$ cat config.mk
export PLATFORM = sky130hd
export DESIGN_NAME = psg_write_queue
export DESIGN_NICKNAME = d
export VERILOG_FILES = /design/src/rtl/psg_write_queue.sv
export SDC_FILE = /design/constraint.sdc
export NUM_CORES = 1
export LEC_CHECK = 0
export ABC_CLOCK_PERIOD_IN_PS = 5600
export CORE_ASPECT_RATIO = 1.4
export CORE_MARGIN = 1
export CORE_UTILIZATION = 45
export CTS_CLUSTER_DIAMETER = 200
export CTS_CLUSTER_SIZE = 10
export DETAILED_ROUTE_END_ITERATION = 8
export GPL_TIMING_DRIVEN = 0
export SLEW_MARGIN = 20
export SYNTH_ARGS = -nofsm -noshare
export SYNTH_HDL_FRONTEND = slang
export SYNTH_SLANG_ARGS = --single-unit
export TNS_END_PERCENT = 20
$ cat constraint.sdc
create_clock -name CLK100MHZ -period 5.6 [get_ports CLK100MHZ]
set_input_delay 1.12 -clock CLK100MHZ [delete_from_list [all_inputs] [get_ports CLK100MHZ]]
set_output_delay 1.12 -clock CLK100MHZ [all_outputs]
set_load 0.02 [all_outputs]
$ cat src/rtl/psg_write_queue.sv
// Write queue feeding an SN76489-style PSG: FIFO of command bytes, PSG clock-enable
// divider and nCE/nWE/D replay FSM. Optional READY timeout under PSG_WQ_TIMEOUT_EN.
module psg_write_queue #(
  parameter int DEPTH      = 8,
  parameter int DIV        = 28,
  parameter int HOLD_TICKS = 2
) (
  input  logic                     CLK100MHZ,
  input  logic                     CPU_RESETN,
  input  logic                     wr_en,
  input  logic [7:0]               wr_data,
  output logic                     full,
  output logic                     empty,
  output logic [$clog2(DEPTH):0]   level,
  output logic                     overflow,
  output logic                     PSG_CLK,
  output logic                     nCE,
  output logic                     nWE,
  output logic [7:0]               D,
  input  logic                     READY,
`ifdef PSG_WQ_TIMEOUT_EN
  output logic                     timeout,
`endif
  output logic [1:0]               state
);

  localparam int PW = $clog2(DEPTH);
  localparam int LW = PW + 1;
  localparam int CW = $clog2(DIV);
  localparam int HW = $clog2(HOLD_TICKS + 1);

  localparam logic [1:0] S_IDLE    = 2'd0;
  localparam logic [1:0] S_SETUP   = 2'd1;
  localparam logic [1:0] S_STROBE  = 2'd2;
  localparam logic [1:0] S_RELEASE = 2'd3;

  logic [CW-1:0] div_cnt;
  logic [7:0]    mem [DEPTH];
  logic [PW-1:0] wr_ptr;
  logic [PW-1:0] rd_ptr;
  logic [HW-1:0] hold_cnt;
  logic          push;
  logic          pop;
`ifdef PSG_WQ_TIMEOUT_EN
  logic [15:0]   to_cnt;
`endif

  // Free-running divider; PSG_CLK is high for the single cycle after the wrap point.
  always_ff @(posedge CLK100MHZ or negedge CPU_RESETN) begin
    if (!CPU_RESETN) begin
      div_cnt <= '0;
      PSG_CLK <= 1'b0;
    end else begin
      PSG_CLK <= (div_cnt == CW'(DIV - 1));
      div_cnt <= (div_cnt == CW'(DIV - 1)) ? '0 : div_cnt + CW'(1);
    end
  end

  // Handshake: wr_en is a one-cycle push with no back-pressure. It is accepted when the
  // FIFO has room or the FSM pops in the same cycle; otherwise it is dropped and overflow latches.
  assign pop   = (state == S_IDLE) && (level != '0);
  assign push  = wr_en && (!full || pop);
  assign full  = (level == LW'(DEPTH));
  assign empty = (level == '0) && (state == S_IDLE);

  always_ff @(posedge CLK100MHZ) begin
    if (push) mem[wr_ptr] <= wr_data;
  end

  always_ff @(posedge CLK100MHZ or negedge CPU_RESETN) begin
    if (!CPU_RESETN) begin
      wr_ptr   <= '0;
      rd_ptr   <= '0;
      level    <= '0;
      overflow <= 1'b0;
    end else begin
      if (push) wr_ptr <= wr_ptr + PW'(1);
      if (pop)  rd_ptr <= rd_ptr + PW'(1);
      case ({push, pop})
        2'b10:   level <= level + LW'(1);
        2'b01:   level <= level - LW'(1);
        default: level <= level;
      endcase
      if (wr_en && !push) overflow <= 1'b1;
    end
  end

  // Outputs are registered alongside the state so nCE/nWE never glitch.
  always_ff @(posedge CLK100MHZ or negedge CPU_RESETN) begin
    if (!CPU_RESETN) begin
      state    <= S_IDLE;
      nCE      <= 1'b1;
      nWE      <= 1'b1;
      D        <= 8'h00;
      hold_cnt <= '0;
`ifdef PSG_WQ_TIMEOUT_EN
      to_cnt   <= '0;
      timeout  <= 1'b0;
`endif
    end else begin
      case (state)
        S_IDLE: begin
          if (pop) begin
            D     <= mem[rd_ptr];
            nCE   <= 1'b0;
            state <= S_SETUP;
          end
        end
        S_SETUP: begin
          if (PSG_CLK) begin
            nWE      <= 1'b0;
            hold_cnt <= '0;
            state    <= S_STROBE;
          end
        end
        S_STROBE: begin
          if (PSG_CLK) begin
            if (hold_cnt == HW'(HOLD_TICKS - 1)) begin
              nCE   <= 1'b1;
              nWE   <= 1'b1;
              state <= S_RELEASE;
`ifdef PSG_WQ_TIMEOUT_EN
              to_cnt <= '0;
`endif
            end else begin
              hold_cnt <= hold_cnt + HW'(1);
            end
          end
        end
        S_RELEASE: begin
          if (PSG_CLK) begin
            if (READY) begin
              state <= S_IDLE;
`ifdef PSG_WQ_TIMEOUT_EN
            end else if (to_cnt == 16'd1023) begin
              state   <= S_IDLE;
              timeout <= 1'b1;
            end else begin
              to_cnt <= to_cnt + 16'd1;
`endif
            end
          end
        end
        default: state <= S_IDLE;
      endcase
    end
  end

endmodule

wires.png
Scale bar: 20 µm. Two of the layers only.
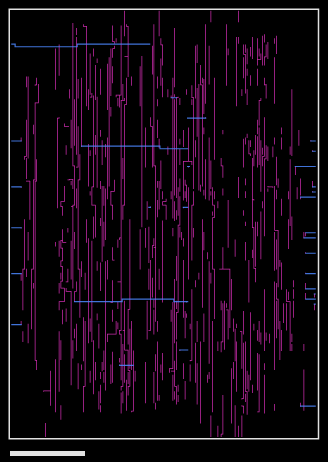
legend:
  magenta:
    layer: metal 2
    wire_length: 3760 µm
  blue:
    layer: metal 3
    wire_length: 157 µm

clk_routes.png
Scale bar: 20 µm.
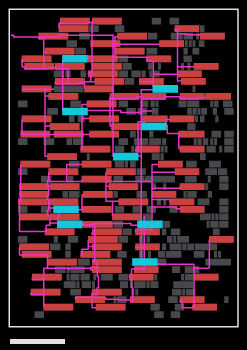
legend:
  cyan:
    item: clock drivers
    count: 9
  red:
    item: flip-flops
    count: 95
  magenta:
    item: clock wires
    length: 1100 µm
routed clock nets: 10

placement_by_type.png
Fill, decap, tap and diode cells in grey.
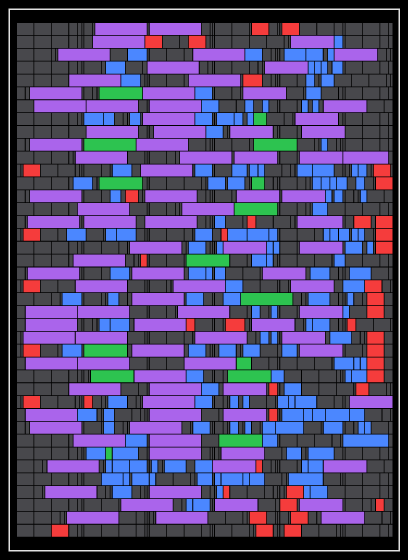
legend:
  red:
    class: remaining buffers and delay cells
    cells: 44
    share_of_their_area: 8.0%
  blue:
    class: combinational and other logic
    cells: 166
    share_of_their_area: 28%
  purple:
    class: sequential cells
    cells: 95
    share_of_their_area: 57%
  green:
    class: clock drivers and dummy loads
    cells: 15
    share_of_their_area: 6.7%

flops_by_reg.png
Scale bar: 20 µm. Other sequential cells in the stronger grey, the rest of the logic in the fainter grey.
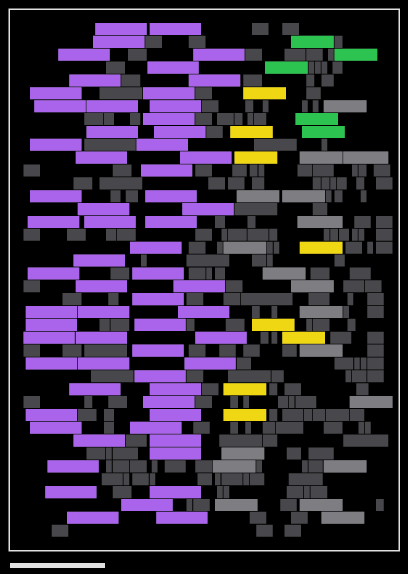
legend:
  purple:
    netlist_name: `mem`
    placed_flops: 64
  yellow:
    netlist_name: `D`
    placed_flops: 8
  green:
    netlist_name: `div_cnt`
    placed_flops: 5
    where: north-east
Seq power: 910 µW
utilization after layout: 0.558
Reg area: 2700 µm²

clocks.png
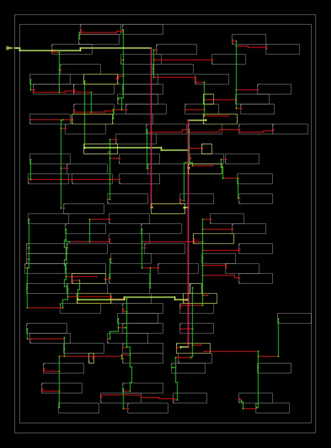
Num CTS Buffers: 9
clk pwr: 637 µW
Seq cells: 95
clk_buf instances: 10
Latency at later pin: 0.33 ns

==> impl_metrics.toml <==
# implementation run metrics
[yosys]
synth.area.mux_share = 0.103
ys.flop_type = "edfxtp_1"
yosys_warnings = 0
synth.cell_area_um2 = 4050
ys_sh_xor = 0.0195
syn_area_per_cell_um2 = 14.8
most_common_cell = "edfxtp_1"
adder_share = 0.0359
top_cells_by_count = "edfxtp_1, dfrtp_1, nand2_1"
simple_gate_area_frac = 0.0650
synth.area.top_cells = "edfxtp_1, dfrtp_1, mux2i_1, mux2_2, ha_1"

[power]
power_frac_clock = 0.344
pwr-share-seq = 0.491
power_frac_comb = 0.164
power_mw = 1.85
irDropWorstVdd_mv = 0.223

[clock_tree]
cts_tree = "done"
cts_num_sinks = 95
cts_setup_buffers = 0

[drt]
met1_length_um = 2880
top_layer_used = "met4"

[grt]
grt_pass1_wl_um = 10900
track_usage = 0.162

[final_layout]
nMultiInputCombCells = 155
drive_gt1_frac = 0.188
comb_area_um2 = 1270
clk_share = 0.0647

[floorplanning]
coreArea_um2 = 8660
num_io_pins = 32
chipArea_um2 = 9380

[timing]
setup_slack_ns = 2.12
tns_ns = 0
finalSetupViolCount = 0

[critical_path]
crit_path_max_fanout = 8
crit_chain = "inv_1, ha_1, buf_2, inv_1, or3_4, inv_1, clkdlybuf4s50_1"
slowest_stage = "clkdlybuf4s50_1"

[outcome]
status = "completed"
cells by family after synthesis:
logic type      count (synthesis)
compound gates                 43
xor+xnor                        9
fa+ha+maj                      11
buf+inv                        23
flops                          95
mux                            39
simple gates                   53
power by group through the flow:
| stage | clock (mW) | sequential [mW] | combinational, mW |
|---|---|---|---|
| global route | 0.679 | 0.920 | 0.334 |
| global placement | 0 | 0.922 | 0.288 |
| floorplan | 0 | 0.931 | 0.176 |
| CTS | 0.650 | 0.910 | 0.311 |
| finish | 0.637 | 0.910 | 0.304 |
| detailed placement | 0 | 0.925 | 0.311 |
placed cells by master, fill, tap and decap left out, drive strengths merged, types with 2 or more instances in the layout:
master and count:
edfxtp 64, dfrtp 29, clkdlybuf4s50 29, nand2 26, mux2i 20, mux2 19, o21ai 13, buf 13
clkbuf 12, inv 11, nor2 10, ha 10, o22ai 8, a221o 8, xnor2 5, xor2 4
a21oi 4, nor3 3, nand2b 3, nor3b 3, or3 2, a22o 2, bufinv 2, clkinvlp 2
dfstp 2
registers in the layout, summed over array words and instances (netlist names), 2 cells and up:
signal / cells
hold_cnt: 2
div_cnt: 5
mem: 64
state: 2
rd_ptr: 3
D: 8
level: 4
wr_ptr: 3
worst paths after layout:
kind | startpoint | endpoint | slack, ns | depth (start not counted)
worst max register to register | state[0] | level[3] | 3.13 | 11
worst min-delay path | div_cnt[0] | div_cnt[0] | 0.47 | 1
worst max-delay path | state[0] | empty | 2.12 | 7
max in group asynchronous | CPU_RESETN | hold_cnt[1] | 4.33 | 1
min in group asynchronous | CPU_RESETN | level[1] | 0.82 | 1
worst min register to register | div_cnt[0] | div_cnt[0] | 0.47 | 1
metal layers:
metal  GRT usage  vias to the layer above
met2       0.280                       32
met3      0.0335                        8
li1            -                     1104
met5           0                        -
met1       0.192                     1105
met4      0.0667                        0
Power figures rest on the tool's default switching activity, not on a simulated workload.
